--- src/rtl/vis_pkg.sv ---
// rtl/vis_pkg.sv - shared widths and FSM encoding for the centroid tracker
package vis_pkg;
    localparam int COORD_W = 11;
    localparam int AREA_W  = 22;
    localparam int SUM_W   = 33;
    localparam int CNT_W   = 6;

    typedef enum logic [1:0] {
        ACCUM  = 2'd0,
        DIV_X  = 2'd1,
        DIV_Y  = 2'd2,
        UPDATE = 2'd3
    } vis_state_e;
endpackage

--- src/rtl/vis_centroid_ctrl_if.sv ---
// rtl/vis_centroid_ctrl_if.sv - video-in / centroid-out bundle for vis_centroid_ctrl
interface vis_centroid_ctrl_if;
    import vis_pkg::*;

    logic               de;
    logic               hsync;
    logic               vsync;
    logic               mask;
    logic [COORD_W-1:0] x;
    logic [COORD_W-1:0] y;
    logic [AREA_W-1:0]  area;
    logic               centroid_valid;
    logic               busy;

    modport master (
        output de, hsync, vsync, mask,
        input  x, y, area, centroid_valid, busy
    );

    modport slave (
        input  de, hsync, vsync, mask,
        output x, y, area, centroid_valid, busy
    );
endinterface

--- src/rtl/vis_div_seq.sv ---
// rtl/vis_div_seq.sv - restoring divider, one quotient bit per cycle over SUM_W cycles
module vis_div_seq
    import vis_pkg::*;
(
    input  logic               clk,
    input  logic               rst,
    input  logic               start,
    input  logic [SUM_W-1:0]   dividend,
    input  logic [AREA_W-1:0]  divisor,
    output logic [COORD_W-1:0] quotient,
    output logic               done
);
    logic [SUM_W-1:0]  dvd_q;
    logic [SUM_W-1:0]  dvd_nx;
    logic [AREA_W-1:0] dsr_q;
    logic [AREA_W-1:0] rem_q;
    logic [AREA_W-1:0] rem_nx;
    logic [AREA_W:0]   rem_sh;
    logic [AREA_W:0]   diff;
    logic [CNT_W-1:0]  cnt_q;
    logic              ge;
    logic              unused_diff;

    // remainder stays below the divisor, so AREA_W bits always hold it
    always_comb begin
        rem_sh = {rem_q, dvd_q[SUM_W-1]};
        diff   = rem_sh - {1'b0, dsr_q};
        ge     = (rem_sh >= {1'b0, dsr_q});
        rem_nx = ge ? diff[AREA_W-1:0] : rem_sh[AREA_W-1:0];
        dvd_nx = {dvd_q[SUM_W-2:0], ge};
    end

    assign unused_diff = diff[AREA_W];

    // done flags the final iteration; quotient is its combinational result
    assign done     = (cnt_q == CNT_W'(1));
    assign quotient = dvd_nx[COORD_W-1:0];

    always_ff @(posedge clk or posedge rst) begin
        if (rst) begin
            dvd_q <= '0;
            dsr_q <= '0;
            rem_q <= '0;
            cnt_q <= '0;
        end else if (start) begin
            dvd_q <= dividend;
            dsr_q <= divisor;
            rem_q <= '0;
            cnt_q <= CNT_W'(SUM_W);
        end else if (cnt_q != '0) begin
            dvd_q <= dvd_nx;
            rem_q <= rem_nx;
            cnt_q <= cnt_q - CNT_W'(1);
        end
    end
endmodule

--- src/rtl/vis_centroid_ctrl.sv ---
// rtl/vis_centroid_ctrl.sv - mask centroid tracker; VIS_CENTROID_MIN_AREA_EN gates updates on MIN_AREA
module vis_centroid_ctrl
    import vis_pkg::*;
#(
    parameter int IMG_W    = 64,
    parameter int IMG_H    = 64,
    parameter int MIN_AREA = 16
) (
    input  logic clk,
    input  logic rst,
    vis_centroid_ctrl_if.slave vif
);
    localparam logic [COORD_W-1:0] X_LAST = COORD_W'(IMG_W - 1);
    localparam logic [COORD_W-1:0] Y_END  = COORD_W'(IMG_H);

    vis_state_e         state_q, state_d;
    logic               vsync_q;
    logic [COORD_W-1:0] x_pos, y_pos;
    logic [AREA_W-1:0]  m00, area_q;
    logic [SUM_W-1:0]   m10, m01, snap_m01;
    logic [COORD_W-1:0] qx_q, x_q, y_q;
    logic               frame_edge, upd_ok;
    logic               div_start, div_done;
    logic [SUM_W-1:0]   div_dividend;
    logic [AREA_W-1:0]  div_divisor;
    logic [COORD_W-1:0] div_quot;
    logic               unused_hsync;

    assign frame_edge   = vif.vsync & ~vsync_q;
    assign unused_hsync = vif.hsync;

    // area_q doubles as the snapshot of m00 for the whole division sequence
`ifdef VIS_CENTROID_MIN_AREA_EN
    assign upd_ok = (area_q >= AREA_W'(MIN_AREA));
`else
    localparam int MIN_AREA_UNUSED = MIN_AREA;
    assign upd_ok = (area_q != '0);
`endif

    always_ff @(posedge clk or posedge rst) begin
        if (rst) state_q <= ACCUM;
        else     state_q <= state_d;
    end

    always_comb begin
        state_d      = state_q;
        div_start    = 1'b0;
        div_dividend = snap_m01;
        div_divisor  = area_q;
        case (state_q)
            ACCUM: begin
                if (frame_edge) begin
                    state_d      = DIV_X;
                    div_start    = 1'b1;
                    div_dividend = m10;
                    div_divisor  = m00;
                end
            end
            DIV_X: begin
                if (div_done) begin
                    state_d   = DIV_Y;
                    div_start = 1'b1;
                end
            end
            DIV_Y:   if (div_done) state_d = UPDATE;
            UPDATE:  state_d = ACCUM;
            default: state_d = ACCUM;
        endcase
    end

    always_ff @(posedge clk or posedge rst) begin
        if (rst) begin
            vsync_q  <= 1'b0;
            x_pos    <= '0;
            y_pos    <= '0;
            m00      <= '0;
            m10      <= '0;
            m01      <= '0;
            area_q   <= '0;
            snap_m01 <= '0;
            qx_q     <= '0;
            x_q      <= '0;
            y_q      <= '0;
        end else begin
            vsync_q <= vif.vsync;
            if (vif.vsync) begin
                x_pos <= '0;
                y_pos <= '0;
                m00   <= '0;
                m10   <= '0;
                m01   <= '0;
            end else if (vif.de) begin
                if (x_pos == X_LAST) begin
                    x_pos <= '0;
                    if (y_pos != '1) y_pos <= y_pos + COORD_W'(1);
                end else begin
                    x_pos <= x_pos + COORD_W'(1);
                end
                if (vif.mask && (y_pos < Y_END)) begin
                    m00 <= m00 + AREA_W'(1);
                    m10 <= m10 + SUM_W'(x_pos);
                    m01 <= m01 + SUM_W'(y_pos);
                end
            end
            if ((state_q == ACCUM) && frame_edge) begin
                area_q   <= m00;
                snap_m01 <= m01;
            end
            if ((state_q == DIV_X) && div_done) qx_q <= div_quot;
            // results land as UPDATE is entered so they align with the pulse
            if ((state_q == DIV_Y) && div_done && upd_ok) begin
                x_q <= qx_q;
                y_q <= div_quot;
            end
        end
    end

    vis_div_seq u_div (
        .clk      (clk),
        .rst      (rst),
        .start    (div_start),
        .dividend (div_dividend),
        .divisor  (div_divisor),
        .quotient (div_quot),
        .done     (div_done)
    );

    assign vif.x              = x_q;
    assign vif.y              = y_q;
    assign vif.area           = area_q;
    assign vif.centroid_valid = (state_q == UPDATE) && upd_ok;
    assign vif.busy           = (state_q != ACCUM);
endmodule

--- src/flat_wrapper.sv ---
// flat-port wrapper written by rule: the top's interface ports become plain ports
module vis_centroid_ctrl_flat import vis_pkg::*;
#(
    parameter int IMG_W    = 64,
    parameter int IMG_H    = 64,
    parameter int MIN_AREA = 16
)
  (clk, rst, vif_de, vif_hsync, vif_vsync, vif_mask, vif_x, vif_y, vif_area, vif_centroid_valid, vif_busy);
  vis_centroid_ctrl_if vif_i ();
  input  logic clk;
  input  logic rst;
  input wire logic [$bits(vif_i.de)-1:0] vif_de;
  input wire logic [$bits(vif_i.hsync)-1:0] vif_hsync;
  input wire logic [$bits(vif_i.vsync)-1:0] vif_vsync;
  input wire logic [$bits(vif_i.mask)-1:0] vif_mask;
  output wire logic [$bits(vif_i.x)-1:0] vif_x;
  output wire logic [$bits(vif_i.y)-1:0] vif_y;
  output wire logic [$bits(vif_i.area)-1:0] vif_area;
  output wire logic [$bits(vif_i.centroid_valid)-1:0] vif_centroid_valid;
  output wire logic [$bits(vif_i.busy)-1:0] vif_busy;
  assign vif_i.de = vif_de;
  assign vif_i.hsync = vif_hsync;
  assign vif_i.vsync = vif_vsync;
  assign vif_i.mask = vif_mask;
  assign vif_x = vif_i.x;
  assign vif_y = vif_i.y;
  assign vif_area = vif_i.area;
  assign vif_centroid_valid = vif_i.centroid_valid;
  assign vif_busy = vif_i.busy;
  vis_centroid_ctrl #(.IMG_W(IMG_W), .IMG_H(IMG_H), .MIN_AREA(MIN_AREA)) u_core (.clk(clk), .rst(rst), .vif(vif_i));
endmodule
--- config.mk ---
export PLATFORM = sky130hd
export DESIGN_NAME = vis_centroid_ctrl_flat
export DESIGN_NICKNAME = d
export VERILOG_FILES = /design/src/rtl/vis_pkg.sv /design/src/rtl/vis_centroid_ctrl_if.sv /design/src/rtl/vis_div_seq.sv /design/src/rtl/vis_centroid_ctrl.sv /design/src/flat_wrapper.sv
export SDC_FILE = /design/constraint.sdc
export NUM_CORES = 1
export LEC_CHECK = 0
export ABC_AREA = 1
export CORE_ASPECT_RATIO = 1.4
export CORE_MARGIN = 2
export CORE_UTILIZATION = 40
export DETAILED_ROUTE_END_ITERATION = 16
export GPL_TIMING_DRIVEN = 0
export PLACE_DENSITY = 0.53
export SYNTH_ARGS = -nofsm -noshare
export SYNTH_HDL_FRONTEND = slang
export SYNTH_HIERARCHICAL = 1
export SYNTH_SLANG_ARGS = --single-unit
--- constraint.sdc ---
create_clock -name clk -period 8.22 [get_ports clk]
set_input_delay 1.644 -clock clk [delete_from_list [all_inputs] [get_ports clk]]
set_output_delay 1.644 -clock clk [all_outputs]
set_load 0.01 [all_outputs]
Run 1, power grid:
Pins as bars on the die edge.
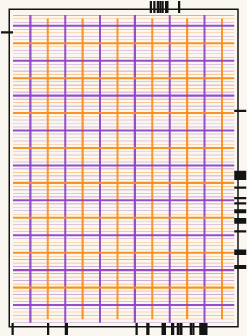
- purple: VSS
- orange: VDD
- met5 straps: 17
- met4 straps: 12
- rows: 88

Run 1, clock wiring as the flow saved it:
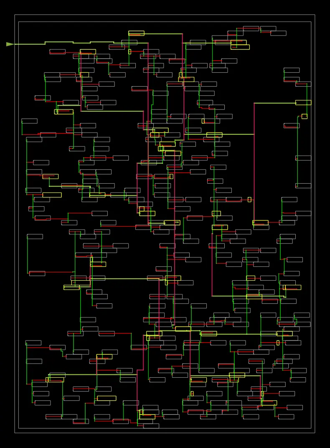
clk_buf instances: 45
Clk power: 0.00147 W

Run 1, routed metal, one color a layer:
Two of the layers only.
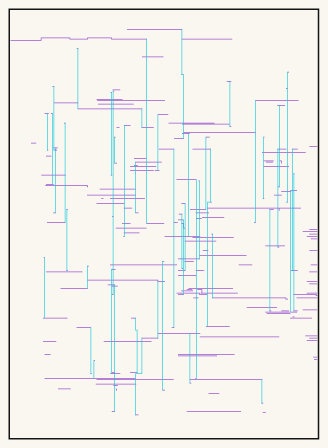
- cyan: metal 4 (wire length 2400 um)
- purple: metal 3 (wire length 1930 um)

Run 1, clock distribution:
Bar = 50 um.
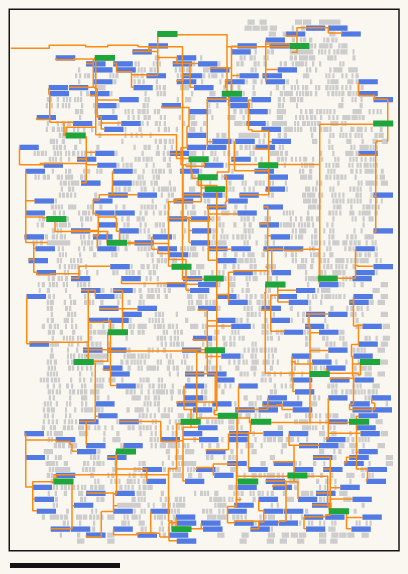
- blue: flip-flops (count 284)
- orange: clock wires (length 4330 um)
- green: clock drivers (count 31)
- flops lie: all over the die

==> results.ini, run 1 <==
[run_status]
status = complete, no violations

[power_and_ir_drop]
ir_drop_mv = 0.1995
seqPwrFrac_pct = 33.6
pwr-share-clk_pct = 27.0
maxPowerGroup = combinational logic
p_leak_nw = 9.156

[layout]
drive_above_1_share_pct = 6.353
nets = 2461
largest_class = combinational gates
areaGrowthSynthToFinish_pct = 13.69
final_cell_mix = 703 x nand2_1, 326 x inv_1, 284 x dfrtp_1, 188 x nor2_1, 171 x o21ai_0
layout.area.comb_sq_mm = 0.007963
inv_count = 336

[clock_network]
htreeDepth = 1
cts_buffers = 31
cts.clk_slew.worst_paths_ns = 0.06

[yosys]
ys_cells = 2314
synth_flops = 284
edf_count = 0
syn-num-nets = 2376
adder_share_pct = 4.314
largest_area_cell = dfrtp_1
synth_cells = 2314
top_cells_by_area = dfrtp_1 42%, nand2_1 16%, inv_1 7.3%

[global_routing]
grtUsageMet3_pct = 2.207
grt_pass1_wl_um = 82770

[critical_path]
reg2reg_to = u_core/u_div/dvd_q[12]
cpPeakStageDelay_ns = 0.73
crit_path_cell_trace = clkdlybuf4s50_1 -> inv_1 -> nor2_1 -> nand2_1 -> clkbuf_1 -> nand2_1 -> inv_1 -> nand2_1 -> inv_2 -> buf_2 -> nand2_1 -> o211ai_1
cp_common_cell = nand2_1

[sta]
finalCritPeriodShare_pct = 56.24
setup_viol = 0
drv_slew = 0
clock_skew_ns = 0.009422
rsz0062_at_grt = false

[die]
fp-utilization_pct = 40.60
num_io_pins = 52
tapCellCount = 540

[placed_design]
port_buffers = 50

[run]
warning_count = 33

[drt]
drtIter0Drc = 799

Run 1, placed cells, one color a class:
Bar = 50 um.
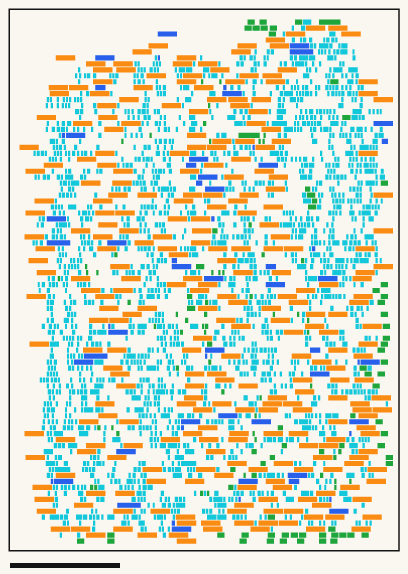

## Run 2: what changed since run 1
==> constraint.sdc (replaced) <==
create_clock -name clk -period 4.7 [get_ports clk]
set_input_delay 0.94 -clock clk [delete_from_list [all_inputs] [get_ports clk]]
set_output_delay 0.94 -clock clk [all_outputs]
set_load 0.01 [all_outputs]
Run 2, placed cells, one color a class:
Bar = 50 um.
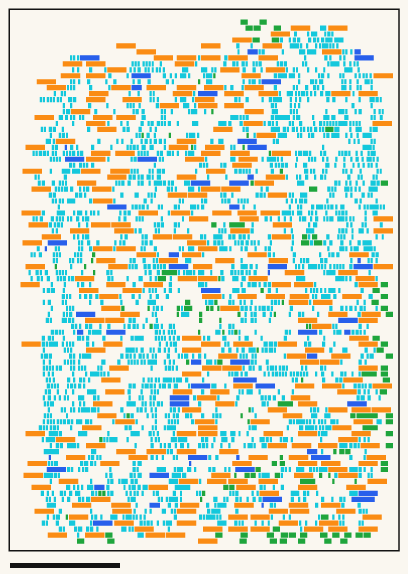
- cyan: combinational and other logic (cells 1950)
- blue: clock drivers and dummy loads (cells 58)
- orange: flops (cells 284)
- green: other buffers and delay cells (cells 137)
row cnt: 88
Seq area share: 36.97%
final core occ: 46.55%
Finished Cell Area: 0.01922 sq mm

==> run 2 against run 1 <==
Global-route usage rose by 0.38 points. Sequential power up 75%. Largest cell class unchanged. Die area did not move. Highest routed layer unchanged.
==> results.ini, run 2 <==
[run]
warning_count = 31  ; was 33

[critical_path]
cp_common_cell = nand2_1  ; unchanged
crit_path_cell_trace = clkdlybuf4s50_1 -> inv_1 -> nor2_1 -> nand2_1 -> clkbuf_1 -> nand2_1 -> inv_1 -> nand2_1 -> inv_2 -> buf_2 -> nand2_1 -> o211ai_1  ; unchanged
cpPeakStageDelay_ns = 0.74  ; was 0.73 ns

[layout]
drive_above_1_share_pct = 6.669  ; was 6.353%
areaGrowthSynthToFinish_pct = 14.66  ; was 13.69%
clock_buffers = 50  ; was 45
final_cell_mix = 703 x nand2_1, 326 x inv_1, 284 x dfrtp_1, 188 x nor2_1, 171 x o21ai_0  ; unchanged

[yosys]
edf_count = 0  ; unchanged
largest_area_cell = dfrtp_1  ; unchanged
syn-num-nets = 2376  ; unchanged
synth_flops = 284  ; unchanged

[clock_network]
cts.clk_slew.worst_paths_ns = 0.06  ; about the same
cts_buffers = 34  ; was 31
htreeDepth = 2  ; was 1

[power_and_ir_drop]
pwr-share-clk_pct = 27.8  ; was 27.0%
pg_clk_w = 0.00270  ; was 0.00147 W

[sta]
finalCritPeriodShare_pct = 85.41
drv_slew = 0  ; unchanged

[die]
fp-utilization_pct = 40.60  ; unchanged
tapCellCount = 540  ; unchanged

[drt]
drtIter0Drc = 721  ; was 799

[run_status]
status = complete, no violations  ; unchanged

Power figures rest on the tool's default switching activity, not on a simulated workload.
